$ cat src/rtl/cpu_counter_pkg.sv
// Shared types and default parameter values for the multi-mode CPU counter.
package cpu_counter_pkg;

  typedef enum logic [1:0] {
    CNT_UP      = 2'd0,
    CNT_DOWN    = 2'd1,
    CNT_MODULO  = 2'd2,
    CNT_ONESHOT = 2'd3
  } cnt_mode_t;

  localparam int CNT_WIDTH_DEF     = 8;
  localparam int CNT_DIV_W_DEF     = 4;
  localparam int CNT_DIV_RESET_DEF = 0;

endpackage

$ cat src/rtl/cpu_counter_prescaler.sv
// Programmable prescaler: holds the divide register and a cycle counter,
// and emits a tick on every (div+1)-th enabled cycle.
module cpu_counter_prescaler
  import cpu_counter_pkg::*;
#(
  parameter int DIV_W     = CNT_DIV_W_DEF,
  parameter int DIV_RESET = CNT_DIV_RESET_DEF
) (
  input  logic             clock,
  input  logic             reset,
  input  logic             enable,
  input  logic [DIV_W-1:0] div,
  input  logic             div_load,
  input  logic             clr,
  output logic             tick
);

  localparam logic [DIV_W-1:0] DIV_ONE = {{(DIV_W-1){1'b0}}, 1'b1};

  logic [DIV_W-1:0] div_q, div_d;
  logic [DIV_W-1:0] cnt_q, cnt_d;
  logic             at_div_s;

  assign at_div_s = (cnt_q == div_q);
  assign tick     = enable & at_div_s;

  // Next-state for divide register and prescaler count (loads restart the interval).
  always_comb begin
    div_d = div_q;
    cnt_d = cnt_q;
    if (div_load) begin
      div_d = div;
    end else begin
      div_d = div_q;
    end
    if (clr || div_load) begin
      cnt_d = {DIV_W{1'b0}};
    end else if (enable) begin
      if (at_div_s) begin
        cnt_d = {DIV_W{1'b0}};
      end else begin
        cnt_d = cnt_q + DIV_ONE;
      end
    end else begin
      cnt_d = cnt_q;
    end
  end

  // Prescaler state registers with synchronous reset.
  always_ff @(posedge clock) begin
    if (reset) begin
      div_q <= DIV_W'(DIV_RESET);
      cnt_q <= {DIV_W{1'b0}};
    end else begin
      div_q <= div_d;
      cnt_q <= cnt_d;
    end
  end

endmodule

$ cat src/rtl/cpu_counter_multi.sv
// Loadable multi-mode counter (up/down/modulo/one-shot) with prescaler,
// terminal-count pulse, sticky wrap flag and running status.
module cpu_counter_multi
  import cpu_counter_pkg::*;
#(
  parameter int WIDTH     = CNT_WIDTH_DEF,
  parameter int DIV_W     = CNT_DIV_W_DEF,
  parameter int DIV_RESET = CNT_DIV_RESET_DEF
) (
  input  logic             clock,
  input  logic             reset,
  input  logic [WIDTH-1:0] din,
  input  logic             write_en,
  input  logic             limit_en,
  input  logic             div_en,
  input  logic [1:0]       mode,
  input  logic             enable,
  input  logic             clear_flag,
  output logic [WIDTH-1:0] dout,
  output logic             tc,
  output logic             wrap_flag,
  output logic             running
);

  localparam logic [WIDTH-1:0] CNT_ZERO = {WIDTH{1'b0}};
  localparam logic [WIDTH-1:0] CNT_ONES = {WIDTH{1'b1}};
  localparam logic [WIDTH-1:0] CNT_ONE  = {{(WIDTH-1){1'b0}}, 1'b1};

  logic [WIDTH-1:0] count_q, count_d;
  logic [WIDTH-1:0] limit_q, limit_d;
  logic             tc_q, tc_d;
  logic             wrap_q, wrap_d;
  logic             running_q, running_d;
  logic             tick_s;
  cnt_mode_t        mode_s;

  assign mode_s = cnt_mode_t'(mode);

  cpu_counter_prescaler #(
    .DIV_W     (DIV_W),
    .DIV_RESET (DIV_RESET)
  ) u_prescaler (
    .clock    (clock),
    .reset    (reset),
    .enable   (enable),
    .div      (din[DIV_W-1:0]),
    .div_load (div_en),
    .clr      (write_en),
    .tick     (tick_s)
  );

  // Count/limit/flag next-state: load beats tick, tick advances per mode.
  always_comb begin
    count_d   = count_q;
    tc_d      = 1'b0;
    running_d = running_q;
    limit_d   = limit_q;
    wrap_d    = wrap_q;

    if (limit_en) begin
      limit_d = din;
    end else begin
      limit_d = limit_q;
    end

    // Outside one-shot mode the counter is always considered active.
    if (mode_s != CNT_ONESHOT) begin
      running_d = 1'b1;
    end else begin
      running_d = running_q;
    end

    if (write_en) begin
      count_d   = din;
      running_d = 1'b1;
      tc_d      = 1'b0;
    end else if (tick_s) begin
      case (mode_s)
        CNT_UP: begin
          count_d = count_q + CNT_ONE;
          tc_d    = (count_q == CNT_ONES);
        end
        CNT_DOWN: begin
          count_d = count_q - CNT_ONE;
          tc_d    = (count_q == CNT_ZERO);
        end
        CNT_MODULO: begin
          if (count_q >= limit_q) begin
            count_d = CNT_ZERO;
            tc_d    = 1'b1;
          end else begin
            count_d = count_q + CNT_ONE;
            tc_d    = 1'b0;
          end
        end
        CNT_ONESHOT: begin
          if (!running_q) begin
            count_d = count_q;
          end else if (count_q == CNT_ZERO) begin
            count_d   = CNT_ZERO;
            tc_d      = 1'b1;
            running_d = 1'b0;
          end else begin
            count_d = count_q - CNT_ONE;
          end
        end
        default: begin
          count_d = count_q;
        end
      endcase
    end else begin
      count_d = count_q;
    end

    // A new terminal count wins over a simultaneous clear request.
    if (tc_d) begin
      wrap_d = 1'b1;
    end else if (clear_flag) begin
      wrap_d = 1'b0;
    end else begin
      wrap_d = wrap_q;
    end
  end

  // Counter state registers with synchronous reset.
  always_ff @(posedge clock) begin
    if (reset) begin
      count_q   <= CNT_ZERO;
      limit_q   <= CNT_ONES;
      tc_q      <= 1'b0;
      wrap_q    <= 1'b0;
      running_q <= 1'b1;
    end else begin
      count_q   <= count_d;
      limit_q   <= limit_d;
      tc_q      <= tc_d;
      wrap_q    <= wrap_d;
      running_q <= running_d;
    end
  end

  assign dout      = count_q;
  assign tc        = tc_q;
  assign wrap_flag = wrap_q;
  assign running   = running_q;

endmodule

$ cat config.mk
export PLATFORM = sky130hd
export DESIGN_NAME = cpu_counter_multi
export DESIGN_NICKNAME = d
export VERILOG_FILES = /design/src/rtl/cpu_counter_pkg.sv /design/src/rtl/cpu_counter_prescaler.sv /design/src/rtl/cpu_counter_multi.sv
export SDC_FILE = /design/constraint.sdc
export NUM_CORES = 1
export LEC_CHECK = 0
export CORE_MARGIN = 8
export CORE_UTILIZATION = 30
export CTS_BUF_LIST = sky130_fd_sc_hd__clkbuf_8
export CTS_CLUSTER_SIZE = 28
export DETAILED_ROUTE_END_ITERATION = 12
export PLACE_DENSITY = 0.47
export SETUP_SLACK_MARGIN = 0.5
export SLEW_MARGIN = 0
export SYNTH_ARGS = -nofsm -noshare
export SYNTH_HDL_FRONTEND = slang
export SYNTH_SLANG_ARGS = --single-unit
$ cat constraint.sdc
create_clock -name clock -period 3.4 [get_ports clock]
set_clock_uncertainty 0.1 [all_clocks]
set_input_delay 0.85 -clock clock [delete_from_list [all_inputs] [get_ports clock]]
set_output_delay 0.85 -clock clock [all_outputs]
set_load 0.02 [all_outputs]
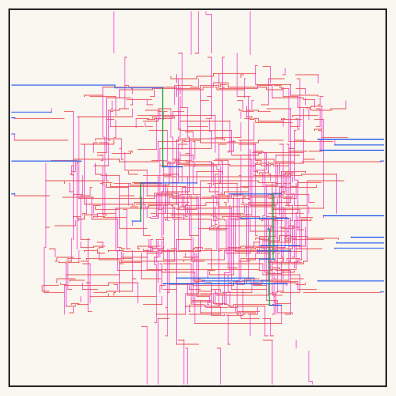
(images/metal_stack.png)
Drawn at 4 px/µm.
color	layer	wire length
red	met1	2,510 µm
green	met4	64.6 µm
magenta	met2	2,420 µm
blue	met3	313 µm
Routed WL per cell: 16.4 µm
total wirelength of the detailed-routed design: 5.31 mm
GRT Total Usage: 12.5%

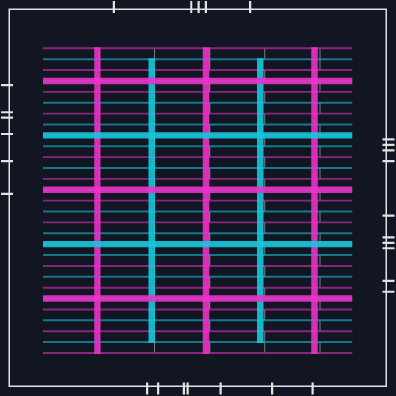
(images/pdn.png)
Drawn at 4 px/µm. Pins as bars on the die edge. Tap cells in gray.
color	net
magenta	VSS
cyan	VDD
met5 straps	5
met1 rails	29
met4 straps	5
signal pins	28
tap cells	75
maximum vdd drop: 0.171 mV
die height: 93.9 µm

-- kinds of logic (layout without fill, tap and decap cells) --
group | Yosys count | in the layout | synth area share [%]
flops | 27 | 27 | 29.7
xor+xnor | 13 | 13 | 6.25
fa+ha+maj | 12 | 12 | 8.25
compound gates | 63 | 63 | 26.4
mux | 6 | 6 | 3.30
simple gates | 75 | 75 | 19.9
buf+inv | 28 | 52 | 6.25
-- synthesized netlist by cell type, drive strengths merged (3+ instances only) --
cell type  count
nor2          17
xnor2          9
nand4          4
xor2           4
a21oi          8
buf            3
o21a           3
o21ai         10
clkbuf         9
ha            12
nand3         11
o211ai        16
dfxtp         27
o31ai          3
and3           5
mux2i          6
nand3b         3
inv           16
nor3           5
nand2         22
-- layout make-up --
type / instances / share of cell area (%)
Inverter: 16 / 2.71
Tap cell: 75 / 4.24
Sequential cell: 27 / 24.4
Multi-Input combinational cell: 169 / 52.7
Clock buffer: 3 / 1.87
Timing Repair Buffer: 32 / 13.9
Clock inverter: 1 / 0.170
-- worst max-delay path, stage by stage --
cell,delay (ps)
clkdlybuf4s50_1,720
nand3b_1,250
nand3_1,150
nor3_1,440
o211ai_1,200
a31oi_1,190
-- worst max-delay path by stage --
stage	from	endpoint	slack (ps)	depth (start not counted)
6_report	mode[0]	dout[1]	710	6
5_1_grt	mode[0]	dout[6]	580	6
4_1_cts	mode[0]	dout[6]	720	6
3_5_place_dp	mode[0]	dout[6]	450	6
3_3_place_gp	mode[0]	dout[6]	490	6
2_1_floorplan	dout[0]	wrap_flag	800	7
-- layer usage --
layer / wire (µm) / share of wire (%) / vias up / global-route usage (%)
met2: 2420 / 46 / 39 / 20.4
met4: 64 / 1.2 / 0 / 3.04
met5: 0 / 0 / - / 0
met3: 313 / 5.9 / 8 / 2.96
li1: - / - / 867 / -
met1: 2510 / 47 / 854 / 16.2
-- report_power, final --
part / total [mW] / leakage (nW) / switching [mW] / internal (mW)
Clock: 0.192 / 0.0269 / 0.110 / 0.0813
Combinational: 0.237 / 0.630 / 0.131 / 0.106
Sequential: 0.366 / 0.223 / 0.0308 / 0.335
-- state kept, by name (all words and copies together) (netlist names) --
register / count
u_prescaler.cnt_q: 4
u_prescaler.div_q: 4
wrap_flag: 1
running: 1
limit_q: 8
tc: 1
dout: 8
-- through the flow --
| step | area (µm²) | hold slack [ps] | instances | power (mW) | setup slack [ps] |
|---|---|---|---|---|---|
| 2_1_floorplan | 1820 | 346 | 224 | 0.522 | 799 |
| 3_3_place_gp | 2170 | 351 | 319 | 0.612 | 486 |
| 3_5_place_dp | 2170 | 361 | 319 | 0.610 | 450 |
| 4_1_cts | 2210 | 387 | 323 | 0.806 | 722 |
| 5_1_grt | 2210 | 409 | 323 | 0.848 | 575 |
| 6_report | 2210 | 379 | 323 | 0.794 | 713 |
==> out/results.ini <==
[synth]
synth_sequential_area_ratio_pct = 29.7
syn_area_per_cell_um2 = 8.13
yosysWarnings = 0
fp_nets = 253
async_flop_share_pct = 0
ys_ff = 27
synthDominantAreaCellType = dfxtp_1
yosys.cell_types.count = 48
edf_count = 0
yosysCellCount = 224
yosys-stat-area_um2 = 1820
post-synth-top-area-fraction_pct = 29.7
dominantRegCellSynth = dfxtp_1
syn-instance-count = 224
yosys-top-cells-area = dfxtp_1, ha_1, o211ai_1
netlist_area_um2 = 1820

[clocking]
clk-insertion-delay-late_ps = 280
clock-root-buffer = clkbuf_8
clock_sink_total = 27
cts.hold.buffers_added = 0
tritoncts = built
path_clk_slew_ps = 110
post_cts_buffers = 0
h-tree-depth = 1
post_cts_repair_resize_count = 0
cts_made_buffers = 3

[final_layout]
sequential_cell_area_um2 = 541
num-fill-cells = 645
mi_logic_area_um2 = 1170
most_frequent_logic_cells_in_the_routed_design = dfxtp_1, clkdlybuf4s50_1, nand2_1
insertedDiodeCount = 0
synthToLayoutAreaGrowth_pct = 21.6
final_layout_size_suffix_gt1_share_pct = 4.84
final_core_utilization_pct = 37.6
finish.net_count = 278

[placed_design]
port-buffer-count = 27
finalWeightedCongestion = 0.807
dp_hpwl_mm = 4.06

[setup_path]
cp.required_ps = 3510
crit_type = in -> reg
r2r_start = dout[0]
crit_path_end_kind = register
rr_worst_depth = 7
worst_r2r_endpoint = wrap_flag
cp-start-kind = input pin
r2r_slack_ps = 830
critPathMaxFanout = 11
worstPathArrival_ps = 2800

[run]
drv_cap = 0
log_warnings = 28

[floorplan]
rows = 28
fp_util_pct = 30.9
die.size.x_um = 93.9
design.core.area_um2 = 5890
chip_area_um2 = 8820
io_pins = 28

[worst_hold_path]
min_path_cells = 1
hold_start = wrap_flag
min_path_type = reg -> reg

[pwr]
power.leakage_nw = 0.880
power_per_cell_area_nw_per_um2 = 359

[outcome]
outcome = completed

[final_timing]
slew_headroom_pct = 57.2
grt_setup_unrepaired = no
finalSetupTns_ps = 0
timing.fmax_mhz = 372
tightest_slew_ps = 636
finalHoldViolCount = 0
final_period_minus_worst_setup_slack_ps = 2690
slew_viol_final = 0
final.period_utilization_pct = 79.0

[global_route]
vias_in_the_first_global_route = 1755
globalRouteOverflowTotal = 0
largest_net_degree_at_the_start_of_global_routing = 16
global_route_wire_length_before_repair_mm = 8.91
number_of_antenna_violations_at_the_first_check_in_global_routing = 0

[detailed_routing]
vias = 1768
drt_first_pass_iters = 4
drt_drc_violations_left = 0
drt-vias-per-instance = 5.47
initialDrtViolationCount = 120

Power and IR drop assume default switching activity.
